File: src/rtl/core_mem_ctrl.sv
// core_mem_ctrl: MEM-stage data-cache controller.
// Runs one cache access per op through a three-state FSM, stalls the
// pipeline while that access is outstanding, and keeps the load-linked
// reservation. The reservation is cleared by matching stores, by a
// committed SC, or by a ring snoop.
module core_mem_ctrl (
   input  logic        clk,
   input  logic        rst,
   input  logic        mem_mem_read,
   input  logic        mem_mem_write,
   input  logic        mem_ll_mem,
   input  logic        mem_sc_mem,
   input  logic [31:0] mem_alu_result,
   input  logic [31:0] mem_reg_read2,
   input  logic        dc_ack,
   input  logic [31:0] dc_rdata,
   input  logic        snoop_inv,
   input  logic [31:0] snoop_addr,
   output logic        dc_req,
   output logic        dc_we,
   output logic [31:0] dc_addr,
   output logic [31:0] dc_wdata,
   output logic        mem_stall,
   output logic [31:0] mem_rdata,
   output logic        sc_result
);

   typedef enum logic [1:0] {
      S_IDLE = 2'd0,
      S_WAIT = 2'd1,
      S_DONE = 2'd2
   } state_t;

   state_t      r_state;
   state_t      w_state_nxt;
   state_t      w_state_eff;

   // Op decode. A read request overrides any write request.
   logic        w_rd;
   logic        w_wr;
   logic        w_op;
   logic        w_sc;
   logic        w_sc_fail;

   // One-cycle events produced by the next-state logic
   logic        w_start;      // IDLE -> WAIT
   logic        w_finish;     // WAIT -> DONE
   logic        w_fail_now;   // IDLE -> DONE, failed SC

   // Op kind held for the access in flight
   logic        r_op_rd;
   logic        r_op_ll;
   logic        r_op_sc;

   // Cache request registers
   logic        r_dc_we;
   logic [31:0] r_dc_addr;
   logic [31:0] r_dc_wdata;

   // Results
   logic [31:0] r_mem_rdata;
   logic        r_sc_result;

   // Reservation
   logic        r_link_valid;
   logic [29:0] r_link_addr;
   logic        w_snoop_hit;
   logic        w_snoop_ll_hit;
   logic        w_store_hit;

   // Only whole-word addresses matter, so the byte offsets are dropped.
   logic        w_unused;
   assign w_unused = ^{mem_alu_result[1:0], snoop_addr[1:0]};

   assign w_rd      = mem_mem_read | mem_ll_mem;
   assign w_wr      = (mem_mem_write | mem_sc_mem) & ~w_rd;
   assign w_op      = mem_mem_read | mem_mem_write | mem_ll_mem | mem_sc_mem;
   assign w_sc      = mem_sc_mem & ~w_rd;
   assign w_sc_fail = w_sc & (~r_link_valid | (r_link_addr != mem_alu_result[31:2]));

   // While reset is held, the stall must behave as if the FSM were already idle.
   assign w_state_eff = rst ? S_IDLE : r_state;
   assign mem_stall   = ((w_state_eff == S_IDLE) & w_op) | (w_state_eff == S_WAIT);

   assign dc_req    = (r_state == S_WAIT);
   assign dc_we     = r_dc_we;
   assign dc_addr   = r_dc_addr;
   assign dc_wdata  = r_dc_wdata;
   assign mem_rdata = r_mem_rdata;
   assign sc_result = r_sc_result;

   // Snoop hits are checked against the held reservation and against the
   // word that a completing LL is about to reserve.
   assign w_snoop_hit    = snoop_inv & (snoop_addr[31:2] == r_link_addr);
   assign w_snoop_ll_hit = snoop_inv & (snoop_addr[31:2] == r_dc_addr[31:2]);
   assign w_store_hit    = r_dc_we & ~r_op_sc & (r_dc_addr[31:2] == r_link_addr);

   // State register
   always_ff @(posedge clk) begin
      if (rst) r_state <= S_IDLE;
      else     r_state <= w_state_nxt;
   end

   // Next-state logic and transition strobes
   always_comb begin
      w_state_nxt = r_state;
      w_start     = 1'b0;
      w_finish    = 1'b0;
      w_fail_now  = 1'b0;
      case (r_state)
         S_IDLE: begin
            if (w_op) begin
               if (w_sc_fail) begin
                  w_state_nxt = S_DONE;
                  w_fail_now  = 1'b1;
               end else begin
                  w_state_nxt = S_WAIT;
                  w_start     = 1'b1;
               end
            end
         end
         S_WAIT: begin
            if (dc_ack) begin
               w_state_nxt = S_DONE;
               w_finish    = 1'b1;
            end
         end
         S_DONE:  w_state_nxt = S_IDLE;
         default: w_state_nxt = S_IDLE;
      endcase
   end

   // Capture the request and op kind when the access is launched
   always_ff @(posedge clk) begin
      if (rst) begin
         r_dc_we    <= 1'b0;
         r_dc_addr  <= 32'd0;
         r_dc_wdata <= 32'd0;
         r_op_rd    <= 1'b0;
         r_op_ll    <= 1'b0;
         r_op_sc    <= 1'b0;
      end else if (w_start) begin
         r_dc_we    <= w_wr;
         r_dc_addr  <= {mem_alu_result[31:2], 2'b00};
         r_dc_wdata <= mem_reg_read2;
         r_op_rd    <= w_rd;
         r_op_ll    <= mem_ll_mem;
         r_op_sc    <= w_sc;
      end
   end

   // Load data and SC status, each held until the next op of its kind
   always_ff @(posedge clk) begin
      if (rst) begin
         r_mem_rdata <= 32'd0;
         r_sc_result <= 1'b0;
      end else begin
         if (w_finish & r_op_rd) r_mem_rdata <= dc_rdata;
         if (w_fail_now)              r_sc_result <= 1'b0;
         else if (w_finish & r_op_sc) r_sc_result <= 1'b1;
      end
   end

   // Reservation. When a snoop and a completing LL hit the same word, the
   // snoop wins. A committing SC is never aborted, since it already passed
   // its link check in IDLE.
   always_ff @(posedge clk) begin
      if (rst) begin
         r_link_valid <= 1'b0;
         r_link_addr  <= 30'd0;
      end else if (w_finish & r_op_ll) begin
         r_link_addr  <= r_dc_addr[31:2];
         r_link_valid <= ~w_snoop_ll_hit;
      end else if (w_snoop_hit | (w_finish & r_op_sc) | (w_finish & w_store_hit)) begin
         r_link_valid <= 1'b0;
      end
   end

endmodule

File: config.mk
export PLATFORM = sky130hd
export DESIGN_NAME = core_mem_ctrl
export DESIGN_NICKNAME = d
export VERILOG_FILES = /design/src/rtl/core_mem_ctrl.sv
export SDC_FILE = /design/constraint.sdc
export NUM_CORES = 1
export LEC_CHECK = 0
export ABC_AREA = 1
export CAP_MARGIN = 5
export CORE_MARGIN = 1.5
export CORE_UTILIZATION = 47
export CTS_BUF_LIST = sky130_fd_sc_hd__clkbuf_8
export DETAILED_ROUTE_END_ITERATION = 10
export GPL_ROUTABILITY_DRIVEN = 0
export HOLD_SLACK_MARGIN = 0.15
export PLACE_DENSITY = 0.83
export SLEW_MARGIN = 15
export SYNTH_ARGS = -nofsm -noshare
export SYNTH_HDL_FRONTEND = slang
export SYNTH_SLANG_ARGS = --single-unit
File: constraint.sdc
create_clock -name clk -period 2.15 [get_ports clk]
set_clock_uncertainty 0.1 [all_clocks]
set_input_delay 0.43 -clock clk [delete_from_list [all_inputs] [get_ports clk]]
set_output_delay 0.43 -clock clk [all_outputs]
set_load 0.02 [all_outputs]
==> run summary <==
Results of an implementation run.

The flow ran to the end, and the final reports show no timing, DRC or antenna violations. The origin of the worst min-delay path is mem_alu_result[29]. The gate family responsible for the most delay along the worst path is buffers and inverters. Per the synth stats, the proportion of register bits with asynchronous set or reset is 0%. The worst stage delay on the critical path is roughly 660 ps. The final report gives the standard cell area, fillers excluded, as 10010 um2. The maximum number of pins on one net before global-route repair is between 70 and 80. Per the run report, area growth between synthesis and finish was 46.98%.

The count of warning messages emitted by the tools is 31. In the synthesized netlist, the cells that appear most often are sky130_fd_sc_hd__nand2_1 (341), sky130_fd_sc_hd__nor2_1 (171), sky130_fd_sc_hd__dfxtp_1 (132), sky130_fd_sc_hd__inv_1 (122), sky130_fd_sc_hd__a21oi_1 (74). The clock period could shrink to roughly 2100 ps.

The cell class with the largest area share is logic gates. The number of antenna diodes in the final layout is 2. The hold path endpoint is dc_addr[29].

The analysis attributes to cell leakage a power of about 4.6 nW. The number of top-level pins is ~240. Leaving out fill and tap cells, the most frequent cells in the layout are sky130_fd_sc_hd__nand2_1 (341), sky130_fd_sc_hd__clkdlybuf4s50_1 (200), sky130_fd_sc_hd__nor2_1 (165). The core area is approximately 14000 um2. The final worst-path setup slack is ~43 ps. The fraction of synthesized cell area taken by the top area cell type is 38.80%.

The number of non-clock buffers is about 270. The layer flagged by global routing as most heavily used is met2. The area share of and-or/or-and cells after synthesis is 9.921%.

Sequential cells make up about a quarter of the cell area. The maximum clock insertion buffer count is 2. The first global-routing pass estimated around 34000 um of wire. The fraction of the cycle the final worst path needs is 97.98%.

The number of cells traversed by the worst register-to-register path is 14. The worst voltage drop across the vdd grid is 573.3 uV. At the pin with the least slew margin, the transition time is around 790 ps. The number of stages on the worst setup path is 1. Among all cell types in the netlist, the one instantiated most often is sky130_fd_sc_hd__nand2_1. The leading register cell type out of synthesis is sky130_fd_sc_hd__dfxtp_1. The setup total negative slack is 0 ps. In this run the clock root is driven by a sky130_fd_sc_hd__clkbuf_8.

Per the GRT congestion report, total overflow comes to 0. The share of the yosys chip area belonging to registers is approximately two fifths. The timing report gives the clock slew at the launch and capture registers of the worst setup and hold paths as about 70 ps.

The cell area after placement is ~9400 um2. The count of unresolved DRC violations after routing is 0. The worst-case setup slack after placement is -446.9 ps. The data required time at the worst endpoint is 1620 ps. After Yosys synthesis, full adders, half adders and majority gates account for 0% of the synthesized area. For this run, the number of Yosys warnings is 0. The routed wire length on met2 is slightly above 10000 um. Clock network power for this build is about 0.0021 W. The arrival time reported for the critical path endpoint is roughly 1600 ps. For this run, the share of the core covered by cells in the final layout is a little under three quarters. Summed over all sequential cells, the power is about 0.0029 W. The highest layer used for signal routing is met5. Dividing the synthesized area by the synthesized cell count gives 6.288 um2. The count of nets left with antenna violations once routing finished came out at 0. The flop and latch count out of synthesis is approximately 130. The number of maximum-capacitance violations recorded for the run is 0. The count of library flops with an enable pin is 0. The count of pins over their slew limit is 0.

The number of global-route vias before repair was 6995. The buffer count from post-CTS setup fixing is 0. The vertical die dimension reported for this design is around 120 um. For the worst-skew pair, the clock arrives at the later sink with an insertion delay of around 450 ps. The total number of multi-input combinational cells is ~760. The critical path buffer and inverter count is 1. The layout report lists the multi-input gate area as between 3000 and 4000 um2. The launching element of the worst setup path is dc_addr[5]. The endpoint kind of the worst setup timing path is a primary output. The placement report lists the number of port buffers as about 230. The layout report gives the multi-input gate share of total cell area as between 30% and 40%. The power density of the placed cells is 711.1 nW/um2. Routing resource usage on met2 recorded by global route was a little under half.

After detailed routing, the met3 layer carries roughly 2100 um of wire. For the worst reg-to-reg path, the endpoint reported by OpenROAD is dc_wdata[24]. The worst slack on hold paths is 185.9 ps.

The clock buffers instantiated in the layout total 18. The number of failing hold endpoints at the final stage is 0. The number of standard cells reported by yosys is ~1100. Across every metal layer, demand over resource in global routing totals around 29%. The detailed placer reported the number of placed instances as 1482.

The reg-to-reg startpoint is r_link_addr[3]. Setup repair after global routing could not meet its margin everywhere. The worst setup path category is reg2out.
### Sequential cells grouped by signal name

Other sequential cells in the stronger grey, the rest of the logic in the fainter grey.
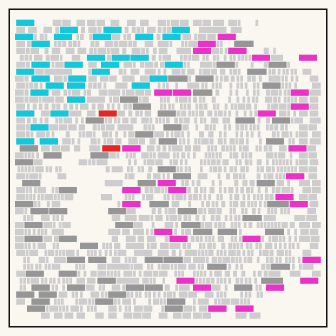
colour	name in the netlist	flops
red	r_state	2
magenta	dc_addr	30
cyan	mem_rdata	32
not coloured	68

### M3 wires

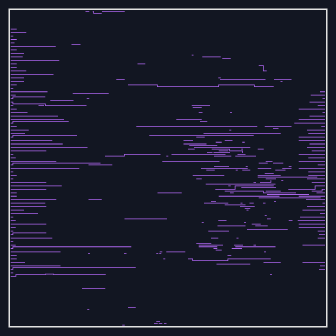
share of all routed wire	9.4%
longest straight run	47.8 um
main direction	horizontal
nets with wire on the layer	209

Power figures rest on the tool's default switching activity, not on a simulated workload.
